$ cat src/rtl/sha1_padder.sv
// SHA-1 message padder: packs 32-bit big-endian words into 512-bit blocks,
// appends the 0x80 marker, zero fill and the 64-bit bit-length field.
module sha1_padder (
    input  logic         clk,
    input  logic         rst,
    input  logic [31:0]  msg_data,
    input  logic         msg_vld,
    input  logic         msg_last,
    input  logic [2:0]   msg_bytes,
    output logic         msg_rdy,
    output logic [511:0] blk_data,
    output logic         blk_vld,
    output logic         blk_first,
    output logic         blk_last,
    input  logic         blk_rdy
);

    typedef enum logic [1:0] {
        S_FILL,
        S_OUT,
        S_OUT_X
    } state_t;

    state_t       r_state;
    state_t       w_state_nxt;

    logic [31:0]  r_word [16];
    logic [3:0]   r_wcnt;
    logic [63:0]  r_bytes;
    logic         r_first;
    logic         r_vld;
    logic         r_last;
    logic         r_xpend;
    logic         r_xmark;

    logic         w_acc;
    logic         w_hs;
    logic [2:0]   w_k;
    logic [31:0]  w_keep;
    logic [31:0]  w_mark;
    logic [63:0]  w_bytes_sum;
    logic [63:0]  w_len_now;
    logic [63:0]  w_len_reg;
    logic [4:0]   w_p;
    logic         w_fits;
    logic         w_blk_done;

    assign msg_rdy     = (r_state == S_FILL) & ~rst;
    assign w_acc       = msg_vld & msg_rdy;
    assign w_hs        = r_vld & blk_rdy;
    assign blk_vld     = r_vld;
    assign blk_first   = r_first & r_vld;
    assign blk_last    = r_last;

    // Non-last words always carry 4 bytes; out-of-range counts saturate at 4.
    always_comb begin
        w_k = 3'd4;
        if (msg_last && (msg_bytes < 3'd4)) begin
            w_k = msg_bytes;
        end
    end

    always_comb begin
        w_keep = 32'hFFFF_FFFF;
        w_mark = 32'h0000_0000;
        case (w_k)
            3'd0:    begin w_keep = 32'h0000_0000; w_mark = 32'h8000_0000; end
            3'd1:    begin w_keep = 32'hFF00_0000; w_mark = 32'h0080_0000; end
            3'd2:    begin w_keep = 32'hFFFF_0000; w_mark = 32'h0000_8000; end
            3'd3:    begin w_keep = 32'hFFFF_FF00; w_mark = 32'h0000_0080; end
            default: begin w_keep = 32'hFFFF_FFFF; w_mark = 32'h0000_0000; end
        endcase
    end

    assign w_bytes_sum = r_bytes + {61'd0, w_k};
    assign w_len_now   = {w_bytes_sum[60:0], 3'b000};
    assign w_len_reg   = {r_bytes[60:0], 3'b000};
    assign w_p         = {1'b0, r_wcnt} + ((w_k == 3'd4) ? 5'd1 : 5'd0);
    assign w_fits      = (w_p <= 5'd13);
    assign w_blk_done  = w_acc & (msg_last | (r_wcnt == 4'd15));

    always_ff @(posedge clk) begin
        if (rst) begin
            r_state <= S_FILL;
        end else begin
            r_state <= w_state_nxt;
        end
    end

    always_comb begin
        w_state_nxt = r_state;
        case (r_state)
            S_FILL:  if (w_blk_done) w_state_nxt = S_OUT;
            S_OUT:   if (w_hs) w_state_nxt = r_xpend ? S_OUT_X : S_FILL;
            S_OUT_X: if (w_hs) w_state_nxt = S_FILL;
            default: w_state_nxt = S_FILL;
        endcase
    end

    always_ff @(posedge clk) begin
        if (rst) begin
            for (int unsigned i = 0; i < 16; i++) begin
                r_word[i] <= '0;
            end
            r_wcnt  <= '0;
            r_bytes <= '0;
            r_first <= 1'b1;
            r_vld   <= 1'b0;
            r_last  <= 1'b0;
            r_xpend <= 1'b0;
            r_xmark <= 1'b0;
        end else begin
            case (r_state)
                S_FILL: begin
                    if (w_acc) begin
                        r_bytes <= w_bytes_sum;
                        if (msg_last) begin
                            r_word[r_wcnt] <= (msg_data & w_keep) | w_mark;
                            if ((w_k == 3'd4) && (r_wcnt != 4'd15)) begin
                                r_word[r_wcnt + 4'd1] <= 32'h8000_0000;
                            end
                            if (w_fits) begin
                                r_word[14] <= w_len_now[63:32];
                                r_word[15] <= w_len_now[31:0];
                            end
                            r_vld   <= 1'b1;
                            r_last  <= w_fits;
                            r_xpend <= ~w_fits;
                            r_xmark <= (w_p == 5'd16);
                        end else begin
                            r_word[r_wcnt] <= msg_data;
                            r_wcnt         <= r_wcnt + 4'd1;
                            if (r_wcnt == 4'd15) begin
                                r_vld   <= 1'b1;
                                r_last  <= 1'b0;
                                r_xpend <= 1'b0;
                            end
                        end
                    end
                end
                S_OUT: begin
                    if (w_hs) begin
                        // Words are cleared here so the next block starts from zero padding.
                        for (int unsigned i = 0; i < 16; i++) begin
                            r_word[i] <= '0;
                        end
                        r_first <= 1'b0;
                        if (r_xpend) begin
                            r_word[0]  <= r_xmark ? 32'h8000_0000 : 32'h0000_0000;
                            r_word[14] <= w_len_reg[63:32];
                            r_word[15] <= w_len_reg[31:0];
                            r_last     <= 1'b1;
                            r_xpend    <= 1'b0;
                        end else begin
                            r_vld  <= 1'b0;
                            r_wcnt <= '0;
                            r_last <= 1'b0;
                            if (r_last) begin
                                r_bytes <= '0;
                                r_first <= 1'b1;
                            end
                        end
                    end
                end
                S_OUT_X: begin
                    if (w_hs) begin
                        for (int unsigned i = 0; i < 16; i++) begin
                            r_word[i] <= '0;
                        end
                        r_vld   <= 1'b0;
                        r_wcnt  <= '0;
                        r_bytes <= '0;
                        r_first <= 1'b1;
                        r_last  <= 1'b0;
                        r_xmark <= 1'b0;
                    end
                end
                default: begin
                    r_vld <= 1'b0;
                end
            endcase
        end
    end

    always_comb begin
        blk_data = '0;
        for (int unsigned i = 0; i < 16; i++) begin
            blk_data[511 - 32*i -: 32] = r_word[i];
        end
    end

endmodule

$ cat config.mk
export PLATFORM = sky130hd
export DESIGN_NAME = sha1_padder
export DESIGN_NICKNAME = d
export VERILOG_FILES = /design/src/rtl/sha1_padder.sv
export SDC_FILE = /design/constraint.sdc
export NUM_CORES = 1
export LEC_CHECK = 0
export CAP_MARGIN = 20
export CORE_MARGIN = 3
export CORE_UTILIZATION = 35
export CTS_BUF_LIST = sky130_fd_sc_hd__clkbuf_4 sky130_fd_sc_hd__clkbuf_8
export CTS_CLUSTER_DIAMETER = 30
export DETAILED_ROUTE_END_ITERATION = 12
export GPL_ROUTABILITY_DRIVEN = 1
export PLACE_DENSITY = 0.61
export SLEW_MARGIN = 20
export SYNTH_ARGS = -nofsm -noshare
export SYNTH_HDL_FRONTEND = slang
export SYNTH_SLANG_ARGS = --single-unit
$ cat constraint.sdc
create_clock -name clk -period 4.1 [get_ports clk]
set_input_delay 0.615 -clock clk [delete_from_list [all_inputs] [get_ports clk]]
set_output_delay 0.615 -clock clk [all_outputs]
set_load 0.005 [all_outputs]
==> out/qor.yml, run 1 <==
slew_headroom: 0.223
portBuffers: 555
crit_top_cell: "ha_1"
core_area_um2: 70400
synthArstFlopShare: 0
lay_top_cells: "dfxtp_1, clkdlybuf4s50_1, a21oi_1, nand2_1, nand3_1"
via_per_inst: 5.75
cp-startpoint: "msg_last"
grt_util_all_layers: 0.316
cts_max_path_buffers: 3
grt_pass1_wl_um: 176000
tap_cells: 940
ios: 556
aoi_share: 0.190
drive_gt1_frac: 0.123
crit_cells: 11
layout.cells.most_common: "dfxtp_1"
chipArea_um2: 74600
path_cells: "clkdlybuf4s50_1 > nor2b_1 > inv_1 > ha_1 > ha_1 > o21a_1 > a31o_2 > a211oi_4 > nand2_1 > or4_1 > a31oi_1"
regMostFlops: "r_word"
nNonClkInverters: 16
ys_sh_xor: 0.00175
pwr-share-clk: 0.534
fp-utilization: 0.355
nNetsFinal: 3781
num-fill-cells: 6810
placed_cell_area_um2: 31800
edf_count: 0
drc_errors: 0
place_ws_ps: 217
switching_share: 0.265
reg2reg_to: "r_word[9][17]"
cp-endpoint: "r_word[15][23]"
grt_overflow_total: 0
cp_slowest_cell: "or4_1"
max-cap-violations: 0
comb.multi_input.count: 2276
cpPeakStageDelay_ps: 560
largest_register_ffs: 512
ys_cells: 3233
holdBufCountCts: 0
outcome: "finished clean"
-- run 1: power by group through the flow --
stage               Clock [mW]  Combinational (mW)  Sequential, mW
floorplan                    0               0.663            5.95
global placement             0                1.43            5.95
detailed placement           0                1.43            5.96
CTS                       8.46                1.44            5.84
global route              8.78                1.54            5.85
finish                    8.40                1.47            5.84
-- run 1: stage by stage --
stage,instances,utilization,total power [mW]
final,4784,0.501,15.7
after global routing,4782,0.501,16.2
after CTS,4781,0.501,15.7
after detailed placement,4519,0.451,7.39
after global placement,4519,0.451,7.39
after floorplan,3233,-,6.61
-- run 1: routing by layer --
metal | up-vias | global-route usage | routed length (µm)
li1 | 12379 | - | -
met4 | 8 | 0.152 | 6190
met3 | 350 | 0.124 | 16000
met1 | 13143 | 0.393 | 47600
met5 | - | 0 | 50
met2 | 1648 | 0.476 | 53800
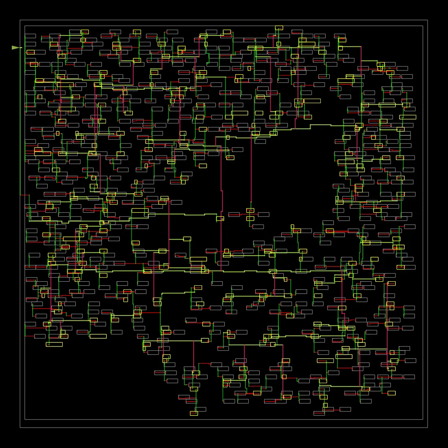
Run 1: clock routing
Clock Latency Late Sink: 820 ps
Worst Clk Skew: 49.2 ps
registers: 584
clock sink count: 584
layout clock buffer count: 205

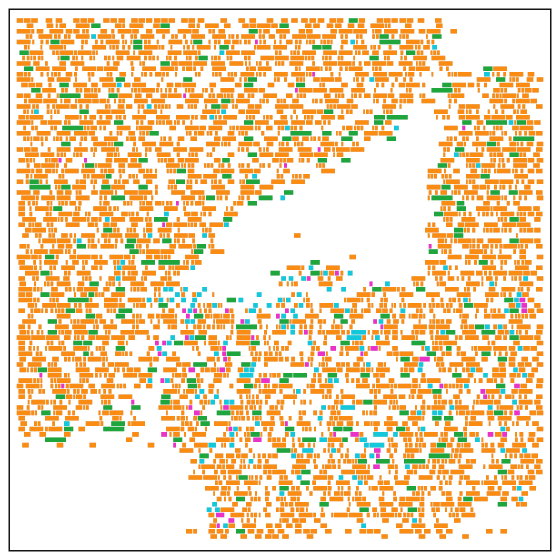
Run 1: cell sizes after repair
| size | color | cells | share | most used |
|---|---|---|---|---|
| drive 6 and up | green | 226 | 5.9% | clkbuf_8 |
| drive 2 | magenta | 72 | 1.9% | clkinv_2 |
| drive 3 to 4 | cyan | 173 | 4.5% | buf_4 |
| drive 1 or less | orange | 3370 | 88% | dfxtp_1 |
Final WS setup: 936 ps
cell area after layout: 35200 µm²
Area Overhead vs Synth: 41.1%

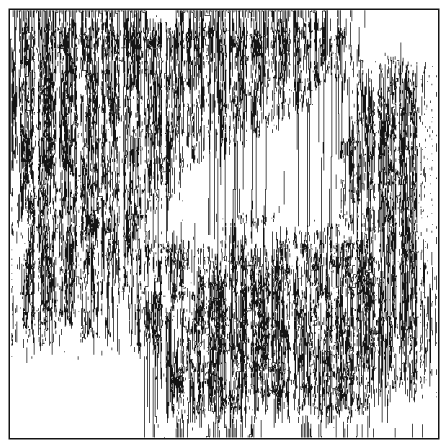
Run 1: metal 2
main direction: vertical
share of all routed wire: 44%

Run 1, placed cells, one color a class:
Bar = 100 µm. Fill, decap, tap and diode cells in gray.
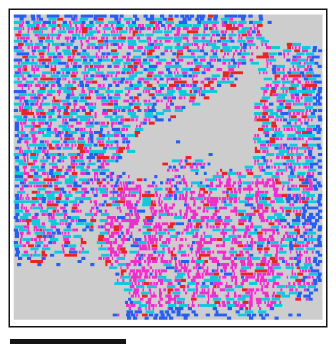

==> run 1 -> run 2 <==
==> constraint.sdc (replaced) <==
create_clock -name clk -period 3.1 [get_ports clk]
set_input_delay 0.465 -clock clk [delete_from_list [all_inputs] [get_ports clk]]
set_output_delay 0.465 -clock clk [all_outputs]
set_load 0.005 [all_outputs]
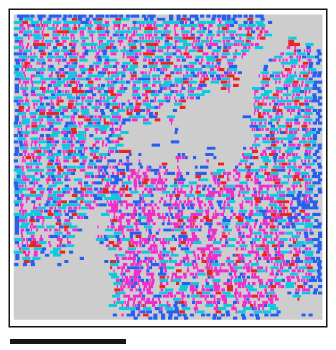
Run 2: placed cells, one color a class
Bar = 100 µm. Fill, decap, tap and diode cells in gray.
| class | color | cells |
|---|---|---|
| flip-flops | cyan | 584 |
| all other logic | magenta | 2292 |
| clock drivers and dummy loads | red | 257 |
| other buffers and delay cells | blue | 800 |
CORE AREA: 70400 µm²
cell area after layout: 36100 µm²
flop share of the area: 0.324

==> out/qor.yml, run 2 <==
routed.top_layer: "met5"  # unchanged
tap_cells: 940  # unchanged
ys_sh_xor: 0.00175  # unchanged
layout_setup_ws_ps: 210  # was 936 ps
holdBufCountCts: 1  # was 0
portBuffers: 555  # unchanged
layout.cells.most_common: "dfxtp_1"  # unchanged
finalNonFillerCells: 4874  # was 4784
fp-utilization: 0.355  # unchanged
via_per_inst: 5.71  # was 5.75
chipArea_um2: 74600  # unchanged
powerSeq_mw: 7.72  # was 5.84 mW
placed_cell_area_um2: 32900  # was 31800 µm²
comb.multi_input.count: 2276  # unchanged
grt_pass1_wl_um: 177000  # was 176000 µm
syn_to_final_growth_pct: 44.6  # was 41.1%
fin_skew_ps: 73.2  # was 49.2 ps
maxPowerGroup: "the clock network"  # unchanged
wl_met2_um: 54400  # was 53800 µm
wl_met1_um: 49300  # was 47600 µm
outcome: "finished clean"  # unchanged
aoi_share: 0.190  # unchanged
lay_top_cells: "dfxtp_1, clkdlybuf4s50_1, a21oi_1, nand2_1, nand3_1"  # unchanged
grt_util_all_layers: 0.317  # was 0.316
drc_errors: 0  # unchanged
cp_slowest_cell: "clkdlybuf4s50_1"  # was or4_1
ios: 556  # unchanged
synthArstFlopShare: 0  # unchanged
cpPeakStageDelay_ps: 560  # about the same
place_inst: 4615  # was 4519
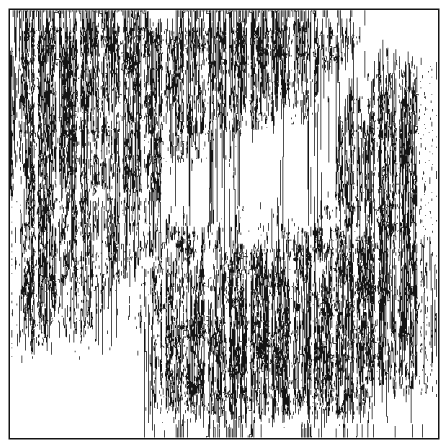
Run 2: metal 2
main direction: vertical
nets with wire on the layer: 3013
wire length on this layer: 54.4 mm
met2 usage: 0.480
total vias in the final route: 27844
Post-Route WL: 124000 µm

-- run 2: cell counts after synthesis --
Identical to the previous run, type by type.
-- run 2: tightest hold or removal path, delay by kind of cell, from the launching register on --
kind | cells | cell delay, ps
AOI/OAI and AO/OA | 1 | 50
DFF | 1 | 310
and+or+nand+nor | 1 | 50
-- run 2: per-stage QoR --
step,util,hold slack (ps),TNS (ps),total power [mW]
floorplan,-,443,0,8.75
global placement,0.467,451,-25530,9.88
detailed placement,0.467,453,-29000,9.88
CTS,0.513,421,0,20.2
global route,0.513,479,0,20.7
finish,0.513,458,0,20.2
-- run 2: worst max path at each step --
stage / from / end
CTS: r_state[0] / msg_rdy
finish: r_state[0] / msg_rdy
detailed placement: msg_last / r_bytes[44]
floorplan: msg_last / r_word[15][27]
global placement: msg_last / r_word[14][9]
global route: msg_last / r_word[15][19]
No activity file was given, so power comes from the tool's default toggle rates.
